===== src/rtl/sound_arbiter_pkg.sv =====
// Shared definitions for the sound arbiter: effect IDs, priority order,
// effect table and FSM state encoding.
package sound_arbiter_pkg;

  localparam int INC_W = 11;  // phase increment width
  localparam int DUR_W = 8;   // duration / gap counter width
  localparam int REQ_W = 3;   // number of request lines

  // Effect IDs. The numeric value doubles as the priority: a larger ID wins.
  localparam logic [1:0] SFX_NONE = 2'd0;
  localparam logic [1:0] SFX_DROP = 2'd1;
  localparam logic [1:0] SFX_LINE = 2'd2;
  localparam logic [1:0] SFX_OVER = 2'd3;

  // Effect table: increment and duration (in ticks) for step 0 and step 1.
  localparam logic [INC_W-1:0] DROP_INC0 = 11'h0A0;
  localparam logic [DUR_W-1:0] DROP_DUR0 = 8'd3;
  localparam logic [INC_W-1:0] DROP_INC1 = 11'h050;
  localparam logic [DUR_W-1:0] DROP_DUR1 = 8'd3;
  localparam logic [INC_W-1:0] LINE_INC0 = 11'h2A0;
  localparam logic [DUR_W-1:0] LINE_DUR0 = 8'd60;
  localparam logic [INC_W-1:0] LINE_INC1 = 11'h37F;
  localparam logic [DUR_W-1:0] LINE_DUR1 = 8'd90;
  localparam logic [INC_W-1:0] OVER_INC0 = 11'h1F0;
  localparam logic [DUR_W-1:0] OVER_DUR0 = 8'd150;
  localparam logic [INC_W-1:0] OVER_INC1 = 11'h0F8;
  localparam logic [DUR_W-1:0] OVER_DUR1 = 8'd250;

  typedef enum logic [1:0] {
    ST_MELODY = 2'd0,
    ST_SFX0   = 2'd1,
    ST_SFX1   = 2'd2,
    ST_GAP    = 2'd3
  } sa_state_e;

  // Highest-priority pending effect: game over > line clear > drop.
  function automatic logic [1:0] top_pending(input logic [REQ_W-1:0] p);
    if (p[2])      return SFX_OVER;
    else if (p[1]) return SFX_LINE;
    else if (p[0]) return SFX_DROP;
    else           return SFX_NONE;
  endfunction

  // Pending-register bit belonging to an effect ID.
  function automatic logic [REQ_W-1:0] id_mask(input logic [1:0] id);
    case (id)
      SFX_DROP: return 3'b001;
      SFX_LINE: return 3'b010;
      SFX_OVER: return 3'b100;
      default:  return 3'b000;
    endcase
  endfunction

  function automatic logic [INC_W-1:0] sfx_inc(input logic [1:0] id, input logic step);
    case ({id, step})
      {SFX_DROP, 1'b0}: return DROP_INC0;
      {SFX_DROP, 1'b1}: return DROP_INC1;
      {SFX_LINE, 1'b0}: return LINE_INC0;
      {SFX_LINE, 1'b1}: return LINE_INC1;
      {SFX_OVER, 1'b0}: return OVER_INC0;
      {SFX_OVER, 1'b1}: return OVER_INC1;
      default:          return '0;
    endcase
  endfunction

  function automatic logic [DUR_W-1:0] sfx_dur(input logic [1:0] id, input logic step);
    case ({id, step})
      {SFX_DROP, 1'b0}: return DROP_DUR0;
      {SFX_DROP, 1'b1}: return DROP_DUR1;
      {SFX_LINE, 1'b0}: return LINE_DUR0;
      {SFX_LINE, 1'b1}: return LINE_DUR1;
      {SFX_OVER, 1'b0}: return OVER_DUR0;
      {SFX_OVER, 1'b1}: return OVER_DUR1;
      default:          return '0;
    endcase
  endfunction

endpackage


===== src/rtl/sound_arbiter_if.sv =====
// Signal bundle between the game logic / melody sequencer (master) and the
// sound arbiter (slave).
// Protocol: there is no valid/ready handshake. sfx_req bits are one-cycle
// event pulses that the arbiter always accepts while en is high; melody_inc
// is a level sampled every clock; all outputs are registered levels.
interface sound_arbiter_if;
  import sound_arbiter_pkg::*;

  logic             en;
  logic [INC_W-1:0] melody_inc;
  logic [REQ_W-1:0] sfx_req;
  logic [INC_W-1:0] tone_inc;
  logic             melody_hold;
  logic             sfx_active;
  logic [1:0]       sfx_id;

  modport master (
    output en, melody_inc, sfx_req,
    input  tone_inc, melody_hold, sfx_active, sfx_id
  );

  modport slave (
    input  en, melody_inc, sfx_req,
    output tone_inc, melody_hold, sfx_active, sfx_id
  );
endinterface


===== src/rtl/sound_arbiter_tick_prescaler.sv =====
// Free-running prescaler: one-cycle tick every DIV clocks, first tick DIV
// clocks after reset release.
module tick_prescaler #(
  parameter int DIV = 100000
) (
  input  logic clk,
  input  logic rst,
  output logic tick
);
  localparam int CW = $clog2(DIV);

  logic [CW-1:0] cnt;

  assign tick = (cnt == CW'(DIV - 1));

  // Count 0..DIV-1 and wrap; never restarted by anything but reset.
  always_ff @(posedge clk or negedge rst) begin
    if (!rst)      cnt <= '0;
    else if (tick) cnt <= '0;
    else           cnt <= cnt + CW'(1);
  end
endmodule


===== src/rtl/sound_arbiter.sv =====
// Arbitrates the tone generator between the melody sequencer and three
// two-step sound effects with fixed priority, preemption and a silent gap
// before the melody resumes.
module sound_arbiter
  import sound_arbiter_pkg::*;
#(
  parameter int TICK_DIV  = 100000,
  parameter int GAP_TICKS = 20
) (
  input  logic             clk,
  input  logic             rst,
  sound_arbiter_if.slave   bus,
  output sa_state_e        state_dbg,
  output logic [REQ_W-1:0] pending_dbg
);
  logic             tick;
  sa_state_e        state;
  logic [REQ_W-1:0] pending, pend_clr;
  logic [INC_W-1:0] tone_q;
  logic [DUR_W-1:0] dur_cnt, gap_cnt;
  logic [1:0]       id_q, top_id;
  logic             hold_q, active_q;
  logic             load_now, preempt, dur_done;

  tick_prescaler #(.DIV(TICK_DIV)) u_tick (
    .clk  (clk),
    .rst  (rst),
    .tick (tick)
  );

  // Decide whether this clock loads a new effect into SFX0, and which bit to clear.
  always_comb begin
    top_id   = top_pending(pending);
    preempt  = (state == ST_SFX0 || state == ST_SFX1) && (top_id > id_q);
    dur_done = tick && (dur_cnt == DUR_W'(1));
    load_now = 1'b0;
    case (state)
      ST_MELODY: load_now = (pending != '0);
      ST_SFX0:   load_now = preempt;
      ST_SFX1:   load_now = preempt || (dur_done && pending != '0);
      ST_GAP:    load_now = (pending != '0);
      default:   load_now = 1'b0;
    endcase
    pend_clr = load_now ? id_mask(top_id) : '0;
  end

  // Arbiter FSM with pending register, counters and registered outputs.
  always_ff @(posedge clk or negedge rst) begin
    if (!rst) begin
      state    <= ST_MELODY;
      pending  <= '0;
      dur_cnt  <= '0;
      gap_cnt  <= '0;
      tone_q   <= '0;
      id_q     <= SFX_NONE;
      hold_q   <= 1'b0;
      active_q <= 1'b0;
    end else if (!bus.en) begin
      state    <= ST_MELODY;
      pending  <= '0;
      dur_cnt  <= '0;
      gap_cnt  <= '0;
      tone_q   <= '0;
      id_q     <= SFX_NONE;
      hold_q   <= 1'b0;
      active_q <= 1'b0;
    end else begin
      // A new request on the same clock as its clear keeps the bit set.
      pending <= (pending & ~pend_clr) | bus.sfx_req;
      if (load_now) begin
        state    <= ST_SFX0;
        id_q     <= top_id;
        tone_q   <= sfx_inc(top_id, 1'b0);
        dur_cnt  <= sfx_dur(top_id, 1'b0);
        gap_cnt  <= '0;
        hold_q   <= 1'b1;
        active_q <= 1'b1;
      end else begin
        case (state)
          ST_MELODY: tone_q <= bus.melody_inc;
          ST_SFX0: begin
            if (dur_done) begin
              state   <= ST_SFX1;
              tone_q  <= sfx_inc(id_q, 1'b1);
              dur_cnt <= sfx_dur(id_q, 1'b1);
            end else if (tick) begin
              dur_cnt <= dur_cnt - DUR_W'(1);
            end
          end
          ST_SFX1: begin
            if (dur_done) begin
              state    <= ST_GAP;
              tone_q   <= '0;
              dur_cnt  <= '0;
              gap_cnt  <= DUR_W'(GAP_TICKS);
              id_q     <= SFX_NONE;
              active_q <= 1'b0;
            end else if (tick) begin
              dur_cnt <= dur_cnt - DUR_W'(1);
            end
          end
          ST_GAP: begin
            if (tick) begin
              if (gap_cnt == DUR_W'(1)) begin
                state   <= ST_MELODY;
                gap_cnt <= '0;
                hold_q  <= 1'b0;
                tone_q  <= bus.melody_inc;
              end else begin
                gap_cnt <= gap_cnt - DUR_W'(1);
              end
            end
          end
          default: state <= ST_MELODY;
        endcase
      end
    end
  end

  assign bus.tone_inc    = tone_q;
  assign bus.melody_hold = hold_q;
  assign bus.sfx_active  = active_q;
  assign bus.sfx_id      = id_q;
  assign state_dbg       = state;
  assign pending_dbg     = pending;
endmodule

===== src/flat_wrapper.sv =====
// flat-port wrapper written by rule: the top's interface ports become plain ports
module sound_arbiter_flat import sound_arbiter_pkg::*;
#(
  parameter int TICK_DIV  = 100000,
  parameter int GAP_TICKS = 20
)
  (clk, rst, state_dbg, pending_dbg, bus_en, bus_melody_inc, bus_sfx_req, bus_tone_inc, bus_melody_hold, bus_sfx_active, bus_sfx_id);
  sound_arbiter_if bus_i ();
  input  logic clk;
  input  logic rst;
  output sa_state_e state_dbg;
  output logic [REQ_W-1:0] pending_dbg;
  input wire logic [$bits(bus_i.en)-1:0] bus_en;
  input wire logic [$bits(bus_i.melody_inc)-1:0] bus_melody_inc;
  input wire logic [$bits(bus_i.sfx_req)-1:0] bus_sfx_req;
  output wire logic [$bits(bus_i.tone_inc)-1:0] bus_tone_inc;
  output wire logic [$bits(bus_i.melody_hold)-1:0] bus_melody_hold;
  output wire logic [$bits(bus_i.sfx_active)-1:0] bus_sfx_active;
  output wire logic [$bits(bus_i.sfx_id)-1:0] bus_sfx_id;
  assign bus_i.en = bus_en;
  assign bus_i.melody_inc = bus_melody_inc;
  assign bus_i.sfx_req = bus_sfx_req;
  assign bus_tone_inc = bus_i.tone_inc;
  assign bus_melody_hold = bus_i.melody_hold;
  assign bus_sfx_active = bus_i.sfx_active;
  assign bus_sfx_id = bus_i.sfx_id;
  sound_arbiter #(.TICK_DIV(TICK_DIV), .GAP_TICKS(GAP_TICKS)) u_core (.clk(clk), .rst(rst), .bus(bus_i), .state_dbg(state_dbg), .pending_dbg(pending_dbg));
endmodule

===== config.mk =====
export PLATFORM = sky130hd
export DESIGN_NAME = sound_arbiter_flat
export DESIGN_NICKNAME = d
export VERILOG_FILES = /design/src/rtl/sound_arbiter_pkg.sv /design/src/rtl/sound_arbiter_if.sv /design/src/rtl/sound_arbiter_tick_prescaler.sv /design/src/rtl/sound_arbiter.sv /design/src/flat_wrapper.sv
export SDC_FILE = /design/constraint.sdc
export NUM_CORES = 1
export LEC_CHECK = 0
export CAP_MARGIN = 10
export CORE_ASPECT_RATIO = 1.75
export CORE_MARGIN = 2
export CORE_UTILIZATION = 45
export DETAILED_ROUTE_END_ITERATION = 6
export GPL_ROUTABILITY_DRIVEN = 0
export PLACE_DENSITY_LB_ADDON = 0.1
export SLEW_MARGIN = 20
export SYNTH_ARGS = -nofsm -noshare
export SYNTH_HDL_FRONTEND = slang
export SYNTH_SLANG_ARGS = --single-unit

===== constraint.sdc =====
create_clock -name clk -period 2.6 [get_ports clk]
set_input_delay 0.26 -clock clk [delete_from_list [all_inputs] [get_ports clk]]
set_output_delay 0.26 -clock clk [all_outputs]
set_load 0.03 [all_outputs]

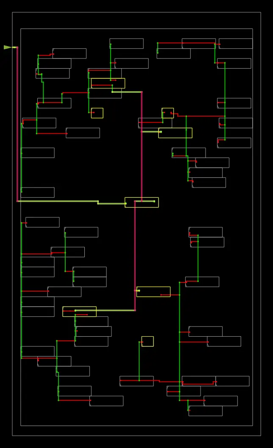
(run_1/clocks.png)
Clock Buffer Count: 5
Clk. pwr: 676 uW
seq_cells: 53
CTS Sinks: 53
Clock Latency Late Sink: 0.30 ns

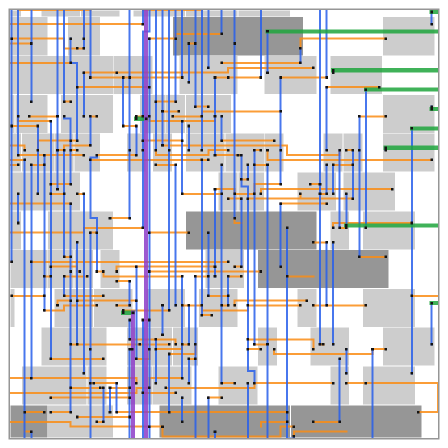
(run_1/detail.png)
Window x 36 to 66, y 14 to 44 um. Cells in grey, sequential cells in the stronger grey; small squares are vias.
colour	layer
green	metal 3
orange	metal 1
purple	metal 4
blue	metal 2
sequential cells in the window	5
most frequent	clkdlybuf4s50_1 (10), nand2_1 (8)
netlist names of flops here include	u_core.bus.tone_inc (4), u_core.state_dbg (1)
cells with their middle in the window	64

==> results.ini, run 1 <==
[grt]
busiest_layer = met2
grt_pass1_vias = 2911
antenna_found_initial = 0
grt_start_max_net_pins = 38
grt_use_total_pct = 23.5
use_met2_pct = 44.0
grt_pass1_wl_um = 13900

[layout]
largest-register = u_core.u_tick.cnt
fin_nets = 450
logic_gate_count = 278
clockNetworkAreaShare_pct = 3.76
lay_top_count = dfrtp_1
largest_class = multi-input combinational cells
nFillCells = 641
stdcell_count = 506
n_antenna_cell = 0
buf_share_pct = 14.7
most-common-layout-cells = dfrtp_1, nand2_1, clkdlybuf4s50_1
final_core_util_pct = 58.3
drive_gt1_share_pct = 13.7
largest_reg_flops = 17

[critical_path]
cp-start-kind = register
slowest_delay_ns = 0.43
reg2reg_slack_ns = 0.23
path_cells = inv_1 > ha_1 > nand2b_1 > nand4b_2 > nor4_4 > buf_4 > or2_1 > a32oi_1 > mux2_2
critPathRequiredTime_ns = 2.78
critPathArrivalTime_ns = 2.55
end_kind = register
reg2reg_depth = 9
path_class = register to register
path_delay_family = simple AND/OR/NAND/NOR gates
crit_path_start = u_core.state_dbg[1]
crit_path_max_fanout = 10
crit_buf_inv = 2

[power_and_ir_drop]
p_total_uw = 3990
vdd_drop_max_uv = 551
leakage_uw = 0.00176

[synthesis]
edf_count = 0
synthArstFlopShare_pct = 100
mappedNetlistArea_um2 = 3230
syn-instance-count = 365
postSynthAreaPerCell_um2 = 8.84
ys_warn_count = 0
netlist-cell-type-count = 56
fp_nets = 394
synth.cellmix.xorXnorShare_pct = 3.80
ys_ff = 53
aoi_share_pct = 17.8
mux_share_pct = 3.14
synthAdderAreaFrac_pct = 4.65

[die]
die_h_um = 116
initCoreUtil_pct = 46.7
io_pins = 37
core_area_um2 = 6910
nWellTaps = 84
row_count = 40

[detailed_routing]
top_layer = met4
met1_length_um = 3080
drt_iter0_drc = 179
wl_met2_um = 4570
postRouteAntennaNets = 0
routed_wirelength_um = 8260
wl_met3_um = 287

[placed_design]
placed_cells = 496
io_buffers = 36
dp_hpwl_um = 6430
post-place-ws_ns = 0.0901

[clocking]
clk_pin_slew_ns = 0.07
cts_made_buffers = 5
cts_resized = 0
cts_setup_buffers = 0

[outcome]
status = finished clean

[timing]
period_minus_slack_ns = 2.37
tns_ns = 0
slew_headroom_pct = 44.8
period_used_pct = 91.2
tightest_slew_ns = 0.828
whs_ns = 0.0551
skew_ns = 0.00536
slew_viol_final = 0
rsz0062_at_grt = false

[flow_run]
maxCapViolations = 0

[hold_path]
hold_class = primary input to asynchronous set/reset pin

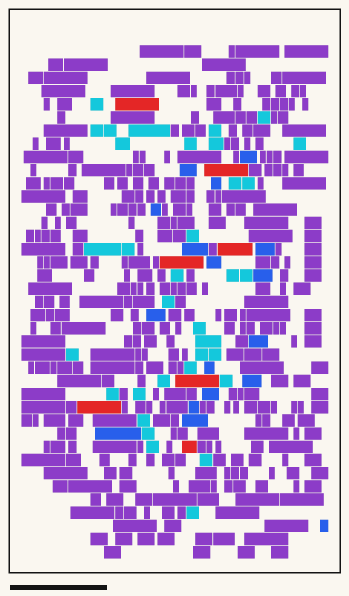
(run_1/sizes.png)
Bar = 20 um.
colour	size	cells	share	most used
blue	_2 cells	17	4.0%	mux2_2
red	_6 and larger	7	1.7%	clkbuf_16
purple	_0 and _1 cells	364	86%	dfrtp_1
cyan	_3 and _4 cells	34	8.1%	buf_4
Non-CTS buffers: 66
setup ws final: 0.228 ns
area delta synth->final: 24.9%
post-route design area: 4030 um2

==> run 1: Yosys cell counts, types with 3 or more instances <==
master / instances
a31oi_1: 4
o21ai_0: 28
nor4bb_1: 3
nor4_1: 3
a21boi_0: 4
nor2b_1: 5
xnor2_1: 7
nor3_1: 9
mux2i_1: 3
nor2_1: 29
o31ai_1: 11
and3_1: 8
nand4_1: 7
dfrtp_1: 53
o21a_1: 6
and2_1: 3
o211ai_1: 3
or3_1: 3
clkbuf_1: 14
xor2_1: 7
nand3_1: 20
o22ai_1: 5
nand2_1: 43
nand2b_1: 5
a211oi_1: 4
a21oi_1: 10
ha_1: 12
inv_1: 17
mux2_2: 5
==> run 1: power by group <==
part | internal, uW | switching [uW]
sequential | 993 | 149
clock | 364 | 312
combinational | 922 | 1250
==> run_1/clk_routes.png <==
Bar = 20 um.
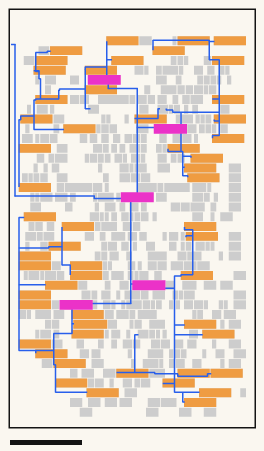

==> run 2, diff against run 1 <==
--- a/config.mk
+++ b/config.mk
@@ -11,6 +11,7 @@
 export CORE_UTILIZATION = 45
 export DETAILED_ROUTE_END_ITERATION = 6
 export GPL_ROUTABILITY_DRIVEN = 0
+export MAX_ROUTING_LAYER = met4
 export PLACE_DENSITY_LB_ADDON = 0.1
 export SLEW_MARGIN = 20
 export SYNTH_ARGS = -nofsm -noshare
==> constraint.sdc (replaced) <==
create_clock -name clk -period 2.8 [get_ports clk]
set_input_delay 0.28 -clock clk [delete_from_list [all_inputs] [get_ports clk]]
set_output_delay 0.28 -clock clk [all_outputs]
set_load 0.03 [all_outputs]
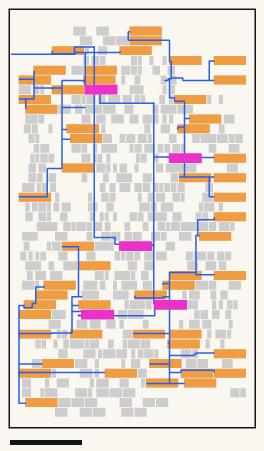
(run_2/clk_routes.png)
Bar = 20 um.
[orange] flip-flops | count: 53
[blue] clock wires | length: 693 um
[magenta] clock drivers | count: 5
flops lie	all over the die
routed clock nets	6
Clock Latency Late Sink: 0.29 ns
Clk. pwr: 648 uW
power share of the clock group: 17.7%

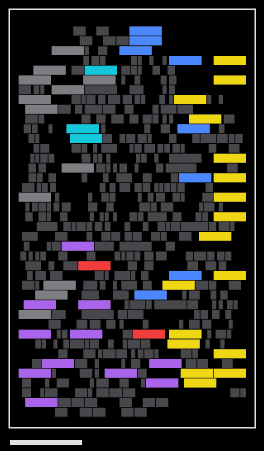
(run_2/flops_by_reg.png)
Bar = 20 um.
colour	name in the netlist	placed flops
purple	u_core.bus.tone_inc	11
red	u_core.state_dbg	2
cyan	u_core.pending_dbg	3
blue	u_core.dur_cnt	8
yellow	u_core.u_tick.cnt	17
not coloured	12
seq pwr: 1090 uW
Flop area: 1330 um2
Seq area share: 33.7%
Finished Core Util: 56.9%

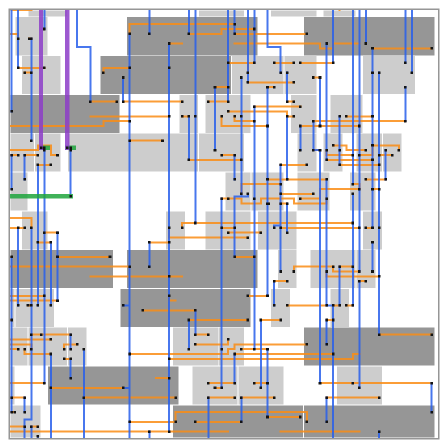
(run_2/detail.png)
Window x 36 to 66, y 14 to 44 um. Cells in grey, sequential cells in the stronger grey; small squares are vias.
colour	layer
orange	metal 1
blue	metal 2
green	metal 3
purple	metal 4
netlist names of flops here include	u_core.u_tick.cnt (7), u_core.dur_cnt (2)
most frequent	dfrtp_1 (11), nand2_1 (6), nor2_1 (5)
cells with their middle in the window	51
sequential cells in the window	11

==> results.ini, run 2 <==
[outcome]
status = finished clean

[critical_path]
cp-start-kind = register
crit_end = u_core.bus.tone_inc[6]
path_class = register to register
reg2reg_depth = 8  ; -1
critPathRequiredTime_ns = 2.98  ; +0.20 ns
slowest_delay_ns = 0.58  ; +0.15 ns
crit_buf_inv = 1  ; -1
path_cells = inv_1 > ha_1 > nand2b_1 > nand4b_2 > nor4_4 > or2_1 > a32oi_1 > mux2_2
crit_path_max_fanout = 7  ; -3
path_delay_family = simple AND/OR/NAND/NOR gates
r2r_end = u_core.bus.tone_inc[6]
crit_slowest_cell = nor4_4
crit_path_start = u_core.state_dbg[1]
reg2reg_slack_ns = 0.13  ; -0.10 ns

[timing]
rsz0062_at_grt = false
skew_ns = 0.00635  ; +0.000992 ns
tns_ns = 0  ; unchanged
tightest_slew_ns = 0.713  ; -0.115 ns
slew_viol_final = 0  ; unchanged
slew_headroom_pct = 52.0  ; +7.2 points
period_minus_slack_ns = 2.67  ; +0.301 ns
period_used_pct = 95.5  ; +4.2 points
setup_viol = 0

[power_and_ir_drop]
pwr-share-comb_pct = 52.5  ; -1.9 points
leakage_uw = 0.00171  ; -2.9%
p_sw_uw = 1590  ; -7.2%
p_total_uw = 3660  ; -8.3%
swShare_pct = 43.4  ; +0.52 points
vdd_drop_max_uv = 581  ; +5.4%
internal_power_uw = 2070  ; -9.1%
comb_power_uw = 1920  ; -12%
maxPowerGroup = combinational logic
seqPwrFrac_pct = 29.8  ; +1.2 points

[die]
nWellTaps = 84  ; unchanged
core_area_um2 = 6910  ; unchanged
initCoreUtil_pct = 46.7  ; unchanged
io_pins = 37  ; unchanged

[grt]
grt_use_total_pct = 25.1  ; +1.6 points
busiest_layer = met2
grt_start_max_net_pins = 54  ; +42%
antenna_found_initial = 0  ; unchanged
grt_pass1_vias = 2964  ; +1.8%
grt_pass1_wl_um = 14300  ; +2.8%
use_met2_pct = 44.3  ; +0.26 points

[layout]
fin_nets = 439  ; -2.4%
n_antenna_cell = 0  ; unchanged
largest_reg_flops = 17  ; unchanged
area_growth_syn_to_layout_pct = 21.8
nFillCells = 665  ; +3.7%
num-nonclk-buffers = 55  ; -17%
largest_class = multi-input combinational cells
flops = 53  ; unchanged
lay_top_count = dfrtp_1
clock_buffers = 7  ; +2
drive_gt1_share_pct = 10.5  ; -3.3 points
most-common-layout-cells = dfrtp_1, nand2_1, clkdlybuf4s50_1
logic_gate_count = 278  ; unchanged

[detailed_routing]
postRouteAntennaNets = 0  ; unchanged
routed_wirelength_um = 8870  ; +7.3%
met1_length_um = 3340  ; +8.6%
top_layer = met4
wl_met3_um = 269  ; -6.3%

[synthesis]
netlist-cell-type-count = 56  ; unchanged
postSynthAreaPerCell_um2 = 8.84  ; unchanged
ys_warn_count = 0  ; unchanged
mappedNetlistArea_um2 = 3230  ; unchanged
edf_count = 0  ; unchanged
syn-instance-count = 365  ; unchanged
ys_ff = 53  ; unchanged
fp_nets = 394  ; unchanged
synth.most_common_cell = dfrtp_1
yosys-top-cells-count = dfrtp_1, nand2_1, nor2_1

[hold_path]
hold_class = primary input to asynchronous set/reset pin

[clocking]
cts_made_buffers = 5  ; unchanged
cts_resized = 0  ; unchanged
cts_setup_buffers = 0  ; unchanged
cts.sinks = 53  ; unchanged

[flow_run]
maxCapViolations = 0  ; unchanged

[placed_design]
io_buffers = 36  ; unchanged

## run 2: cell families after synthesis
family | count (synthesis) | synth area share (%)
AND/OR/NAND/NOR | 154 | 25.5
AND-OR/OR-AND | 89 | 17.8
flip-flops | 53 | 41.1
buffers and inverters | 34 | 4.03
XOR/XNOR | 14 | 3.80
adder cells (fa/ha/maj) | 12 | 4.65
multiplexers | 9 | 3.14
## run 2: metrics by stage
step           hold slack [ns]  instances  util [%]  setup slack, ns  area [um2]
5_1_grt                  0.176        495      56.9           0.0104        3930
3_3_place_gp             0.451        487      54.5            0.237        3760
6_report                 0.107        495      56.9            0.127        3930
3_5_place_dp             0.450        487      54.5            0.207        3760
2_1_floorplan          -0.0156        365         -           0.0205        3230
4_1_cts                  0.136        495      56.8            0.191        3920
Power figures rest on the tool's default switching activity, not on a simulated workload.
